[config.mk]
export PLATFORM = sky130hd
export DESIGN_NAME = cpu_phase_sequencer
export DESIGN_NICKNAME = d
export VERILOG_FILES = /design/src/rtl/cpu_phase_sequencer.sv
export SDC_FILE = /design/constraint.sdc
export NUM_CORES = 1
export LEC_CHECK = 0
export CAP_MARGIN = 20
export CORE_ASPECT_RATIO = 1.1
export CORE_MARGIN = 5
export CORE_UTILIZATION = 55
export CTS_BUF_LIST = sky130_fd_sc_hd__clkbuf_8
export CTS_CLUSTER_DIAMETER = 50
export DETAILED_ROUTE_END_ITERATION = 16
export GPL_ROUTABILITY_DRIVEN = 0
export PLACE_DENSITY = 0.95
export SYNTH_ARGS = -nofsm -noshare
export SYNTH_HDL_FRONTEND = slang
export SYNTH_SLANG_ARGS = --single-unit
[constraint.sdc]
create_clock -name clk -period 3.3 [get_ports clk]
set_input_delay 0.99 -clock clk [delete_from_list [all_inputs] [get_ports clk]]
set_output_delay 0.99 -clock clk [all_outputs]
set_load 0.02 [all_outputs]
[src/rtl/cpu_phase_sequencer.sv]
`default_nettype none
// ============================================================================
// Module   : cpu_phase_sequencer
// Brief    : Multi-cycle CPU phase sequencer with memory wait, stall,
//            halt/resume and sticky memory-timeout fault.
// Revision : 1.0
// ============================================================================
module cpu_phase_sequencer #(
    parameter int                    NUM_PHASES     = 4,
    parameter logic [NUM_PHASES-1:0] MEM_PHASE_MASK = NUM_PHASES'(4'b1001),
    parameter int                    WAIT_MAX       = 15,
    parameter int                    CNT_W          = 16,
    localparam int                   PHASE_W        = $clog2(NUM_PHASES)
) (
    input  logic                  clk,
    input  logic                  reset,
    input  logic                  stall,
    input  logic                  mem_ready,
    input  logic                  halt_req,
    input  logic                  resume,
    output logic [PHASE_W-1:0]    phase,
    output logic [NUM_PHASES-1:0] phase_onehot,
    output logic                  phase_first,
    output logic                  mem_req,
    output logic                  pc_inc,
    output logic [CNT_W-1:0]      retired,
    output logic                  halted,
    output logic                  fault
);

    localparam int WAIT_W    = $clog2(WAIT_MAX + 1);
    localparam int c_PH_SPAN = 1 << PHASE_W;

    localparam logic [1:0] c_RUN    = 2'd0;
    localparam logic [1:0] c_HALTED = 2'd1;
    localparam logic [1:0] c_FAULT  = 2'd2;

    localparam logic [PHASE_W-1:0]    c_LAST        = PHASE_W'(NUM_PHASES - 1);
    localparam logic [WAIT_W-1:0]     c_WAIT_MAX    = WAIT_W'(WAIT_MAX);
    localparam logic [NUM_PHASES-1:0] c_ONEHOT_LAST = NUM_PHASES'(1) << (NUM_PHASES - 1);

    logic [1:0]            r_state;
    logic [PHASE_W-1:0]    r_phase;
    logic                  r_boot;
    logic [WAIT_W-1:0]     r_wait;
    logic [CNT_W-1:0]      r_retired;
    logic                  r_first;
    logic [NUM_PHASES-1:0] r_onehot;

    logic [c_PH_SPAN-1:0]  w_mask_ext;
    logic                  w_run;
    logic                  w_mem_phase;
    logic                  w_adv;
    logic                  w_mem_req;
    logic                  w_pc_inc;
    logic                  w_wait_cnt;
    logic [1:0]            w_state_nxt;
    logic [PHASE_W-1:0]    w_phase_nxt;
    logic                  w_boot_nxt;
    logic [WAIT_W-1:0]     w_wait_nxt;
    logic                  w_first_nxt;
    logic [NUM_PHASES-1:0] w_onehot_nxt;

    // Padded so any encodable phase value indexes a defined bit.
    assign w_mask_ext  = c_PH_SPAN'(MEM_PHASE_MASK);
    assign w_run       = (r_state == c_RUN);
    assign w_mem_phase = w_mask_ext[r_phase];
    assign w_adv       = w_run && !stall && (r_boot || !w_mem_phase || mem_ready);
    assign w_mem_req   = w_run && !r_boot && w_mem_phase;
    assign w_pc_inc    = w_adv && (r_phase == c_LAST);
    assign w_wait_cnt  = w_mem_req && !mem_ready && !stall;

    always_comb begin
        w_state_nxt = r_state;
        w_phase_nxt = r_phase;
        w_boot_nxt  = r_boot;
        w_wait_nxt  = r_wait;
        w_first_nxt = 1'b0;
        case (r_state)
            c_RUN: begin
                if (w_wait_cnt) begin
                    if (r_wait == c_WAIT_MAX) begin
                        w_state_nxt = c_FAULT;
                    end else begin
                        w_wait_nxt = r_wait + 1'b1;
                    end
                end
                if (w_adv) begin
                    w_wait_nxt  = '0;
                    w_first_nxt = 1'b1;
                    if (r_phase == c_LAST) begin
                        w_boot_nxt = 1'b0;
                        // Halt is only taken at an instruction boundary.
                        if (halt_req) begin
                            w_state_nxt = c_HALTED;
                            w_first_nxt = 1'b0;
                        end else begin
                            w_phase_nxt = '0;
                        end
                    end else begin
                        w_phase_nxt = r_phase + 1'b1;
                    end
                end
            end
            c_HALTED: begin
                if (resume) begin
                    w_state_nxt = c_RUN;
                    w_phase_nxt = '0;
                    w_wait_nxt  = '0;
                    w_first_nxt = 1'b1;
                end
            end
            default: begin
                w_state_nxt = r_state;
            end
        endcase
        w_onehot_nxt = (w_state_nxt == c_RUN) ? (NUM_PHASES'(1) << w_phase_nxt) : '0;
    end

    always_ff @(posedge clk) begin
        if (!reset) begin
            r_state   <= c_RUN;
            r_phase   <= c_LAST;
            r_boot    <= 1'b1;
            r_wait    <= '0;
            r_retired <= '0;
            r_first   <= 1'b1;
            r_onehot  <= c_ONEHOT_LAST;
        end else begin
            r_state  <= w_state_nxt;
            r_phase  <= w_phase_nxt;
            r_boot   <= w_boot_nxt;
            r_wait   <= w_wait_nxt;
            r_first  <= w_first_nxt;
            r_onehot <= w_onehot_nxt;
            if (w_pc_inc && !r_boot) begin
                r_retired <= r_retired + 1'b1;
            end
        end
    end

    assign phase        = r_phase;
    assign phase_onehot = r_onehot;
    assign phase_first  = r_first;
    assign mem_req      = w_mem_req;
    assign pc_inc       = w_pc_inc;
    assign retired      = r_retired;
    assign halted       = (r_state == c_HALTED);
    assign fault        = (r_state == c_FAULT);

endmodule
`default_nettype wire

Run 1, met1 routing:
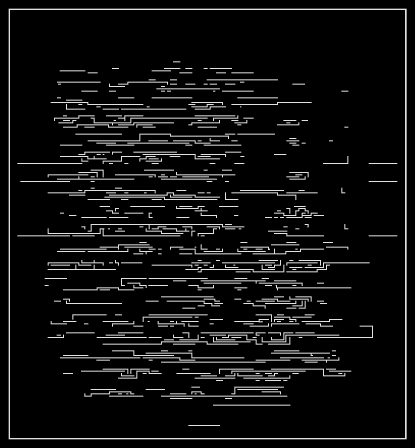
wire length on this layer	1,610 um
longest straight run	19.8 um
share of all routed wire	39%

Run 1, metal 2:
Scale bar: 20 um.
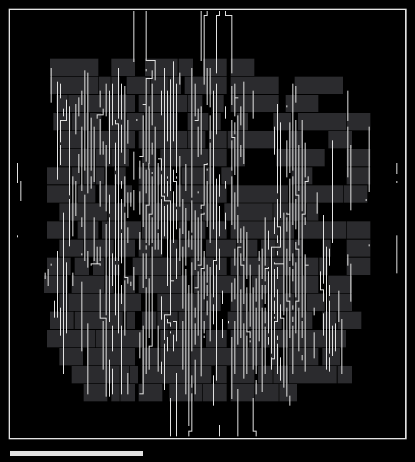
wire length on this layer	2,090 um
share of all routed wire	50%
longest straight run	24.1 um
Vias: 1,531
met2 usage: 37.8%
total routed wirelength: 4.16 mm

==> flow_summary.json, run 1 <==
{
  "drv_cap": 0,
  "outcome": "finished clean",
  "drive_gt1_share_pct": 9.57,
  "ys_seq_share_pct": 40.6,
  "syn_to_final_growth_pct": 34.3,
  "drv_slew": 0,
  "taps": 31,
  "comb_area_um2": 813,
  "clock_sinks": 30,
  "p_total_uw": 1030,
  "crit_chain": "clkdlybuf4s50_1, or3_1, nand3_2, inv_1, dlygate4sd2_1",
  "route.detailed.drc": 0,
  "vias_per_cell": 6.38,
  "top_usage_layer": "met2",
  "hold_violations": 0,
  "drt-wirelength-per-cell_um": 17.3,
  "max_freq_mhz": 311,
  "die_h_um": 64.4,
  "final_cell_mix": "clkdlybuf4s50_1, dfxtp_1, nand2_1",
  "wl_met2_mm": 2.09,
  "critPathRequiredTime_ps": 2310,
  "ys_area_mm2": 0.00148,
  "final_nets": 217
}
Run 1, M3 wires:
Scale bar: 20 um.
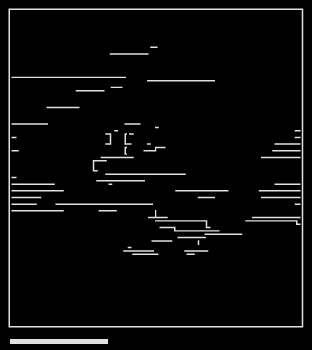
longest straight run	23.0 um
share of all routed wire	7.9%
met3 usage: 7.85%

Run 1, M4 wires:
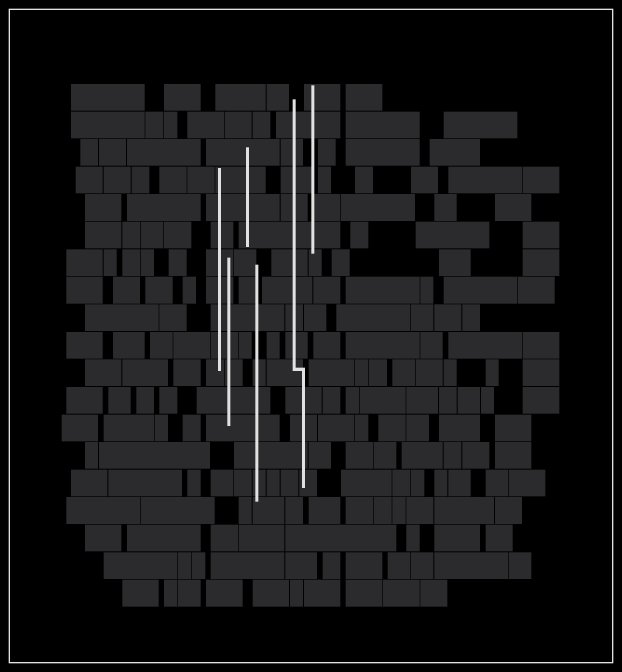
wire length on this layer	124 um
main direction	vertical
nets with wire on the layer	6
longest straight run	26.5 um

-- run 1: state kept, by name (all words and copies together), names as in the netlist --
| register | cells |
|---|---|
| phase | 2 |
| r_state | 2 |
| phase_onehot | 4 |
| r_wait | 4 |
| r_boot | 1 |
| retired | 16 |
| phase_first | 1 |
-- run 1: timing repair --
action                     CTS  global route
gates cloned                 0             0
pin swaps                    0             0
setup endpoints to repair    1             1
resized                      1             1
hold buffers                 0             0
-- run 1: Yosys cell counts, types with 4 or more instances --
master / n / area (um^2)
a21oi_1: 15 / 75.1
nor2_1: 6 / 22.5
or3_1: 4 / 25.0
inv_1: 6 / 22.5
nand2_1: 17 / 63.8
nand2b_1: 4 / 25.0
o31ai_1: 12 / 90.1
nand3_1: 11 / 55.1
o21ai_0: 5 / 25.0
mux2i_1: 4 / 40.0
dfxtp_1: 30 / 601
clkbuf_1: 6 / 22.5
or4_1: 11 / 82.6
-- run 1: power by group --
part           total, uW  leakage, uW  internal (uW)  switching, uW
clock network        462    0.0000714            322            141
logic                171     0.000387           76.4           94.6
registers            396     0.000244            378           17.7
-- run 1: worst paths after layout --
kind               start  slack, ps          end  cells past startpoint
min reg2reg  retired[13]        500  retired[13]                      2
max reg2reg     phase[0]       1050  retired[11]                      6
max            mem_ready         80       pc_inc                      5
min          retired[13]        500  retired[13]                      2
-- run 1: logic make-up (layout without fill, tap and decap cells) --
logic type                 count (synthesis)  count (layout)  share of synthesized area, %
xor gates and xnor gates                   1               1                         0.592
muxes                                      4               4                          2.71
buffers and inverters                     16              53                          4.74
AOI/OAI and AO/OA                         39              39                          16.3
adders and majority gates                  3               3                          2.54
DFF                                       30              30                          40.6
and+or+nand+nor                           79              79                          32.5
-- run 1: critical path: cells and delay by family --
kind,cells,cell delay [ps]
buf+inv,3,770
simple gates,2,470
==> run 2: changes to the inputs <==
- CORE_UTILIZATION: 55 -> 53
- CTS_BUF_LIST: sky130_fd_sc_hd__clkbuf_8 -> sky130_fd_sc_hd__clkbuf_4 sky130_fd_sc_hd__clkbuf_8 sky130_fd_sc_hd__clkbuf_16
Run 2, close-up of the layout:
Scale bar: 5 um. Window x 5 to 25, y 39 to 59 um. Cells in gray, sequential cells in the stronger gray; small squares are vias.
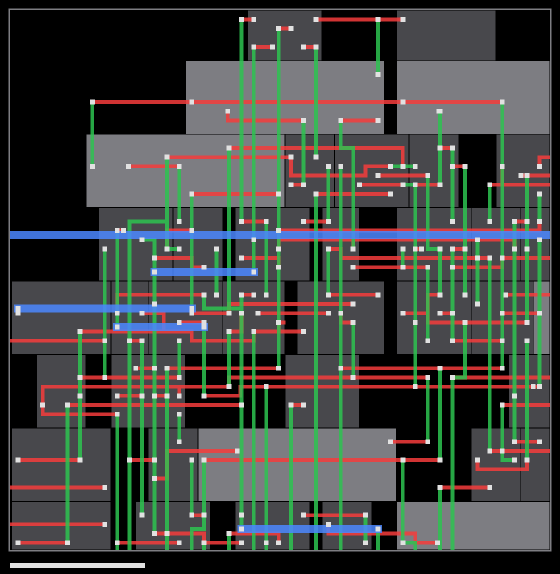
color	layer
green	M2
blue	M3
red	M1
cells with their middle in the window	36
most frequent	o31ai_1 (7)
sequential cells in the window	5
netlist names of flops here include	retired (5)

Run 2, track usage over the die:
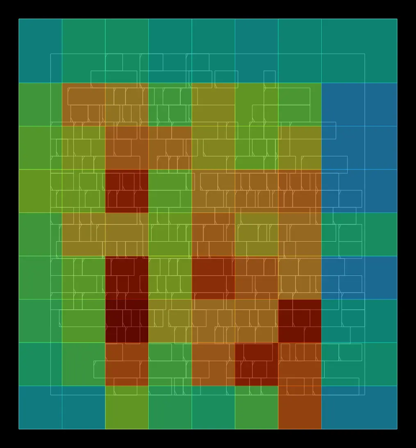
met3 usage: 5.11%
met2 usage: 34.2%
total track usage: 20.4%
fin util: 70.3%

Run 2, metal 2:
Scale bar: 20 um.
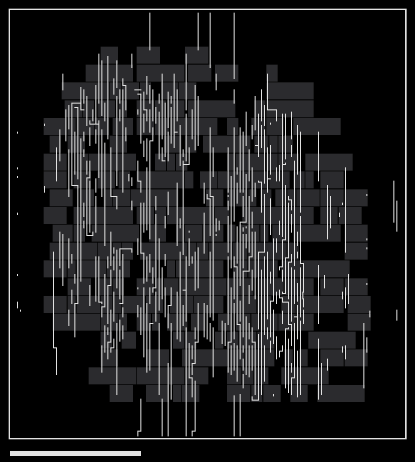
share of all routed wire	51%
longest straight run	21.8 um
wire length on this layer	1,820 um
main direction	vertical

==> run 2 against run 1 <==
  * First-iteration DRC count decreased by 48%
  * Utilization shrank 7.7 points
  * Flip-flop count stayed put
  * Combinational power down 3%
  * Sequential share of layout area rose by 1.1 points
  * Area after synthesis unchanged
  * Setup slack worse by 20 ps
  * Hold slack got worse by 16 ps
  * Clock skew grew 0.90 ps
  * Global-route usage fell by 3.5 points
  * Cell area down 3.4%
  * Critical path type unchanged
  * Critical endpoint unchanged
  * Largest power group is now sequential cells
  * Highest routed layer unchanged
==> flow_summary.json, run 2 <==
{
  "largest_area_cell": "dfxtp_1",
  "drive_gt1_share_pct": 9.09,
  "reg2reg_depth": 6,
  "route.detailed.drc": 0,
  "synth.top_cell.area_share_pct": 40.6,
  "top_cells_by_count": "dfxtp_1, nand2_1, a21oi_1",
  "vias_per_cell": 6.26,
  "wl_met2_mm": 1.82,
  "taps": 33,
  "finalCriticalPeriod_ps": 3240,
  "hold_start": "r_wait[3]",
  "final_cell_mix": "clkdlybuf4s50_1, dfxtp_1, nand2_1",
  "outcome": "finished clean",
  "hold_depth": 1,
  "top_usage_layer": "met2",
  "drt-wirelength-per-cell_um": 14.8,
  "whs_endpoint": "r_wait[3]",
  "hold_violations": 0,
  "ys_seq_share_pct": 40.6,
  "clock_sinks": 30,
  "vias": 1514,
  "r2r-end": "phase_onehot[0]",
  "synth_top_cell_by_count": "dfxtp_1",
  "syn_to_final_growth_pct": 29.7,
  "logic_gate_count": 126,
  "r2r_start": "phase[0]",
  "r2r_slack_ps": 1030,
  "ff_count": 30,
  "critPathRequiredTime_ps": 2310,
  "drv_cap": 0,
  "die_h_um": 65.4,
  "ys_area_mm2": 0.00148,
  "topCellsByArea": "dfxtp_1, o31ai_1, or4_1",
  "final_nets": 217
}
==> run 2: worst max path at each step <==
stage          endpoint  cells past startpoint  slack [ps]       from
2_1_floorplan    pc_inc                      4         520  mem_ready
3_3_place_gp     pc_inc                      5        -100  mem_ready
3_5_place_dp     pc_inc                      5        -160  mem_ready
4_1_cts          pc_inc                      5          60  mem_ready
5_1_grt          pc_inc                      5           6  mem_ready
6_report         pc_inc                      5          60  mem_ready
==> run 2: through the flow <==
| stage | setup WS [ps] | utilization, % | total power (uW) | area (um^2) | std cells |
|---|---|---|---|---|---|
| global route | 6.26 | 70.3 | 889 | 1920 | 242 |
| floorplan | 525 | - | 500 | 1480 | 172 |
| finish | 64.7 | 70.3 | 854 | 1920 | 242 |
| CTS | 61.9 | 70.3 | 856 | 1920 | 242 |
| detailed placement | -161 | 67.5 | 568 | 1840 | 234 |
| global placement | -103 | 67.5 | 563 | 1840 | 234 |
==> run 2: kinds of logic (layout without fill, tap and decap cells) <==
| logic type | Yosys count | in the layout | synth area share, % |
|---|---|---|---|
| flip-flops | 30 | 30 | 40.6 |
| AND/OR/NAND/NOR | 79 | 79 | 32.5 |
| AND-OR/OR-AND | 39 | 39 | 16.3 |
| adder cells (fa/ha/maj) | 3 | 3 | 2.54 |
| XOR/XNOR | 1 | 1 | 0.592 |
| buffers and inverters | 16 | 53 | 4.74 |
| multiplexers | 4 | 4 | 2.71 |
==> run 2: power by group <==
group / switching [uW] / internal, uW
clock network: 136 / 157
logic: 90.7 / 75.6
registers: 16.7 / 378
total: 243 / 610
==> run 2: critical path, cell delays in order <==
cell and delay (ps):
clkdlybuf4s50_1 420, or3_1 340, nand3_1 120, inv_1 50, dlygate4sd2_1 310
==> run 2: timing repair <==
item                                    in CTS  in global routing
endpoints found under the setup margin       1                  0
setup buffers                                0                  0
resized                                      1                  0
Power and IR drop assume default switching activity.
